Wiring by layer:
(1 px per micron) Only two layers are drawn.
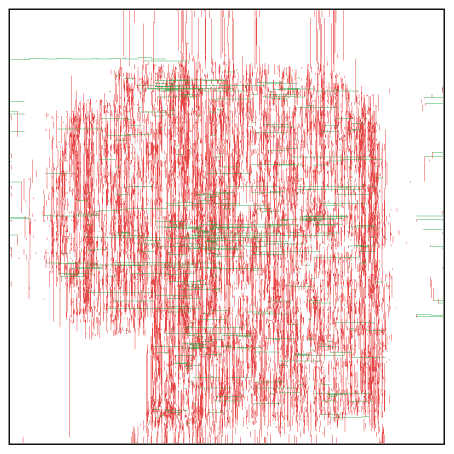
I/O nets highlighted:
(1 px per micron)
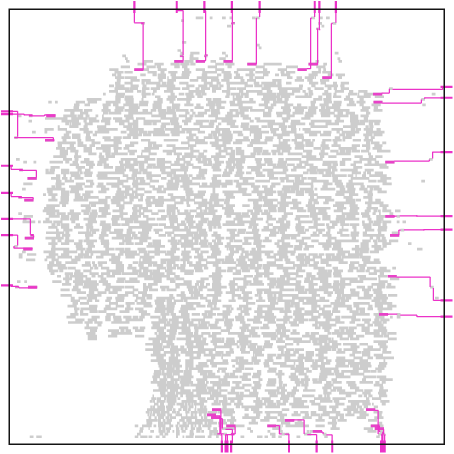
Placed standard cells:
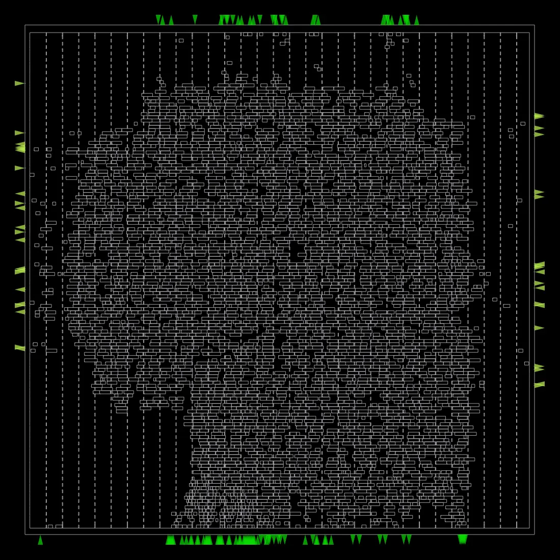
Ports around the boundary:
(1 px per micron) Pins as bars across the die edge, other pins in gray.
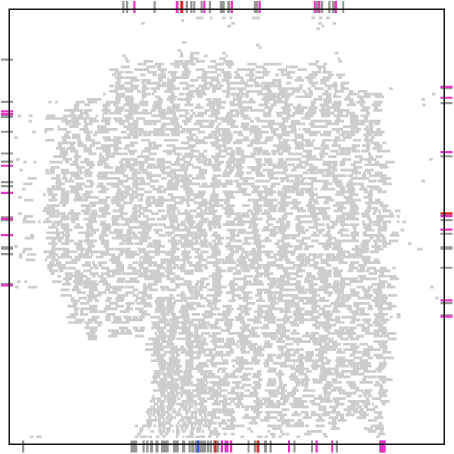
`src/rtl/regfile_2r1w_onehot.sv`:
```
// 32x32 register file, two registered read ports, one write port driven by a
// one-hot select vector. Register 0 reads as zero and ignores writes.
// Malformed selects (zero-hot or multi-hot) are rejected and flagged.
// Optional macro REGFILE_WRITE_BYPASS_EN: a read that collides with a valid
// write in the same edge captures the incoming write data.

module regfile_2r1w_onehot #(
    parameter int unsigned DATA_W  = 32,
    parameter int unsigned NREGS   = 32,
    parameter int unsigned RADDR_W = 5
) (
    input  logic               clk,
    input  logic               rst_n,
    input  logic               we,
    input  logic [NREGS-1:0]   wsel,
    input  logic [DATA_W-1:0]  wdata,
    input  logic [RADDR_W-1:0] raddr1,
    input  logic [RADDR_W-1:0] raddr2,
    output logic [DATA_W-1:0]  rdata1,
    output logic [DATA_W-1:0]  rdata2,
    output logic               wr_err,
    output logic               err_sticky,
    input  logic               err_clr
);

    localparam logic [NREGS-1:0] SelOne = NREGS'(1);

    logic [DATA_W-1:0] regs_q [NREGS];
    logic [DATA_W-1:0] rdata1_q, rdata2_q;
    logic [DATA_W-1:0] rdata1_d, rdata2_d;
    logic              wr_err_q, err_sticky_q;

    logic sel_onehot;
    logic wr_valid;
    logic wr_bad;

    // Classify the select: exactly one bit set means (x & (x-1)) == 0 and x != 0.
    always_comb begin
        sel_onehot = (wsel != '0) && ((wsel & (wsel - SelOne)) == '0);
        wr_bad     = we && !sel_onehot;
        // A write to register 0 is legal but has no effect.
        wr_valid   = we && sel_onehot && !wsel[0];
    end

    // Next read data: old contents, or write-through when bypass is built in.
    always_comb begin
        rdata1_d = (raddr1 == '0) ? '0 : regs_q[raddr1];
        rdata2_d = (raddr2 == '0) ? '0 : regs_q[raddr2];
`ifdef REGFILE_WRITE_BYPASS_EN
        if (wr_valid && wsel[raddr1] && (raddr1 != '0)) begin
            rdata1_d = wdata;
        end
        if (wr_valid && wsel[raddr2] && (raddr2 != '0)) begin
            rdata2_d = wdata;
        end
`endif
    end

    // Register array: only a validated one-hot select writes, never register 0.
    always_ff @(posedge clk or negedge rst_n) begin
        if (!rst_n) begin
            for (int i = 0; i < NREGS; i++) begin
                regs_q[i] <= '0;
            end
        end else if (wr_valid) begin
            for (int i = 1; i < NREGS; i++) begin
                if (wsel[i]) begin
                    regs_q[i] <= wdata;
                end
            end
        end
    end

    // Registered read ports, one cycle latency.
    always_ff @(posedge clk or negedge rst_n) begin
        if (!rst_n) begin
            rdata1_q <= '0;
            rdata2_q <= '0;
        end else begin
            rdata1_q <= rdata1_d;
            rdata2_q <= rdata2_d;
        end
    end

    // Error pulse and sticky flag; a new error beats a simultaneous clear.
    always_ff @(posedge clk or negedge rst_n) begin
        if (!rst_n) begin
            wr_err_q     <= 1'b0;
            err_sticky_q <= 1'b0;
        end else begin
            wr_err_q <= wr_bad;
            if (wr_bad) begin
                err_sticky_q <= 1'b1;
            end else if (err_clr) begin
                err_sticky_q <= 1'b0;
            end
        end
    end

    assign rdata1     = rdata1_q;
    assign rdata2     = rdata2_q;
    assign wr_err     = wr_err_q;
    assign err_sticky = err_sticky_q;

endmodule
```
`config.mk`:
```
export PLATFORM = sky130hd
export DESIGN_NAME = regfile_2r1w_onehot
export DESIGN_NICKNAME = d
export VERILOG_FILES = /design/src/rtl/regfile_2r1w_onehot.sv
export SDC_FILE = /design/constraint.sdc
export NUM_CORES = 2
export LEC_CHECK = 0
export CORE_MARGIN = 4
export CORE_UTILIZATION = 32
export CTS_CLUSTER_SIZE = 14
export DETAILED_ROUTE_END_ITERATION = 10
export GPL_ROUTABILITY_DRIVEN = 0
export HOLD_SLACK_MARGIN = 0.12
export PLACE_DENSITY = 0.58
export SYNTH_ARGS = -nofsm -noshare
export SYNTH_HDL_FRONTEND = slang
export SYNTH_SLANG_ARGS = --single-unit
```
`constraint.sdc`:
```
create_clock -name clk -period 3.3 [get_ports clk]
set_input_delay 0.825 -clock clk [delete_from_list [all_inputs] [get_ports clk]]
set_output_delay 0.825 -clock clk [all_outputs]
set_load 0.05 [all_outputs]
```
==> ci_impl_report.md <==
### Yosys + OpenROAD results

| Metric | Value |
|---|---|
| Yosys simple share | `0.0157` |
| Syn nets | `about 3400` |
| Io pins | `roughly 140` |
| Worst hold path startpoint | `err_sticky` |
| Top cells excl fill/tap | `dfrtp_1 (1058), mux2_4 (656), mux4_2 (576)` |
| Slew Limit Headroom | `0.308` |
| LEAKAGE | `around 34 nW` |
| CTS tree | `yes` |
| Failing checks | `setup timing` |
| Setup-failing EPs final | `around 640` |
| Mean Syn Cell Area | `17.6 sq um` |
| CTS root buf | `clkbuf_16` |
| Layout Utilization | `0.392` |
| Final wirelength | `179 mm` |
| Clock-cell share | `0.0607` |
| Initial antenna violation count | `4` |
| Synth warn | `32` |
| Least-Margin Pin Slew | `just over 1000 ps` |
| Clock Power Share | `0.493` |
| Slew Viols, Final | `0` |
| First-pass GRT wire length | `257 mm` |
| Post-DP HPWL | `105 mm` |
| Nonclk buf count | `slightly above 500` |
| Logic share of the area | `0.425` |
| Outcome | `finished with violations` |
| Initial DRC Count | `approximately 2300` |
| Vias post-DR | `33243` |
| RR Endpoint | `rdata1[16]` |
| Worst setup margin | `-135 ps` |
| Vias in the first global route | `about 35000` |
| Crit path DRT | `3930 ps` |
| Registers | `~1100` |
| Max-area cell share | `0.457` |
| Synthesized-area fraction occupied by adder cells | `0.000173` |
| Hold Buf Count CTS | `1` |
| DR WL/cell | `between 20 and 30 microns` |
| GRT Total Usage | `0.184` |
| Gate Area | `29900 sq um` |
| Max-Cap Viols | `0` |
| Area growth syn-to-layout | `21.4%` |
-- 'wiring by layer' (at the start) --
- green: metal 3 (wire length 8020 microns)
- red: metal 2 (wire length 86.1 mm)

-- 'I/O nets highlighted' (at the start) --
- magenta: `rdata1` (bits 32; direction output; edge 10 south, 8 north, 7 east, 7 west; end cells 32; wire 1470 microns)

-- 'placed standard cells' (at the start) --
core box area: 179000 sq um
row count: 155

-- 'ports around the boundary' (at the start) --
- blue: `we` (pins 1; direction input; edge south)
- magenta: `rdata1` (pins 32; direction output; edge 10 south, 8 north, 7 east, 7 west)
- red: `raddr1` (pins 5; direction input; edge 2 south, 2 north, 1 east)
- all pins by edge: 69 south, 34 north, 22 west, 19 east
PortBufs: 143
DIE HEIGHT: 434 microns

[metal layers]
layer	wire length (microns)	share of wire	up-vias	global-route usage
met3	8020	0.045	266	0.0208
met5	0	0	-	0
li1	-	-	13483	-
met4	6640	0.037	0	0.0581
met2	86100	0.48	878	0.302
met1	77900	0.44	18616	0.255
[worst max-delay path, cell delays in order]
cell and delay [ps]:
buf_6 90, or4_4 530, or4_4 550, buf_6 150, o31ai_2 210, nand4b_1 140, and4bb_4 410, buf_12 120
buf_12 100, buf_12 110, nand4_4 160, buf_12 190, clkbuf_16 170, mux2_4 290
[through the flow]
stage	setup WS, ps	instance area (sq um)
floorplan	-471	58100
global placement	-1310	64000
detailed placement	-1240	64000
CTS	-74.9	69200
global route	-188	70300
finish	-135	70300
[Yosys cell counts, types with 2 or more instances]
cell type / number
and4_1: 2
nand3_1: 2
a2111oi_0: 2
mux2_2: 130
nor3_1: 4
mux2_1: 420
mux4_2: 576
nand4_4: 29
buf_4: 2
dfrtp_1: 1058
buf_2: 9
a22o_1: 63
o31ai_1: 2
nand4_1: 3
nor2b_1: 3
nand2_1: 5
clkbuf_1: 199
mux2_4: 570
buf_6: 89
or3_1: 6
clkbuf_4: 2
a211oi_1: 2
buf_1: 60
nor2_1: 7
or4_1: 5
o21ai_0: 6
nor4_1: 2
o41ai_1: 4
a21oi_1: 4
[power groups by stage]
stage	logic (mW)	registers (mW)	clock network, mW
after floorplan	0.806	13.2	0
after global placement	1.89	13.2	0
after detailed placement	1.89	13.2	0
after CTS	1.89	13.0	14.7
after global routing	2.00	13.0	15.3
final	1.86	13.0	14.4
[registers in the layout (all words and copies together) (netlist names)]
register,cells
rdata1,32
wr_err,1
regs_q,992
rdata2,32
err_sticky,1
No activity file was given, so power comes from the tool's default toggle rates.
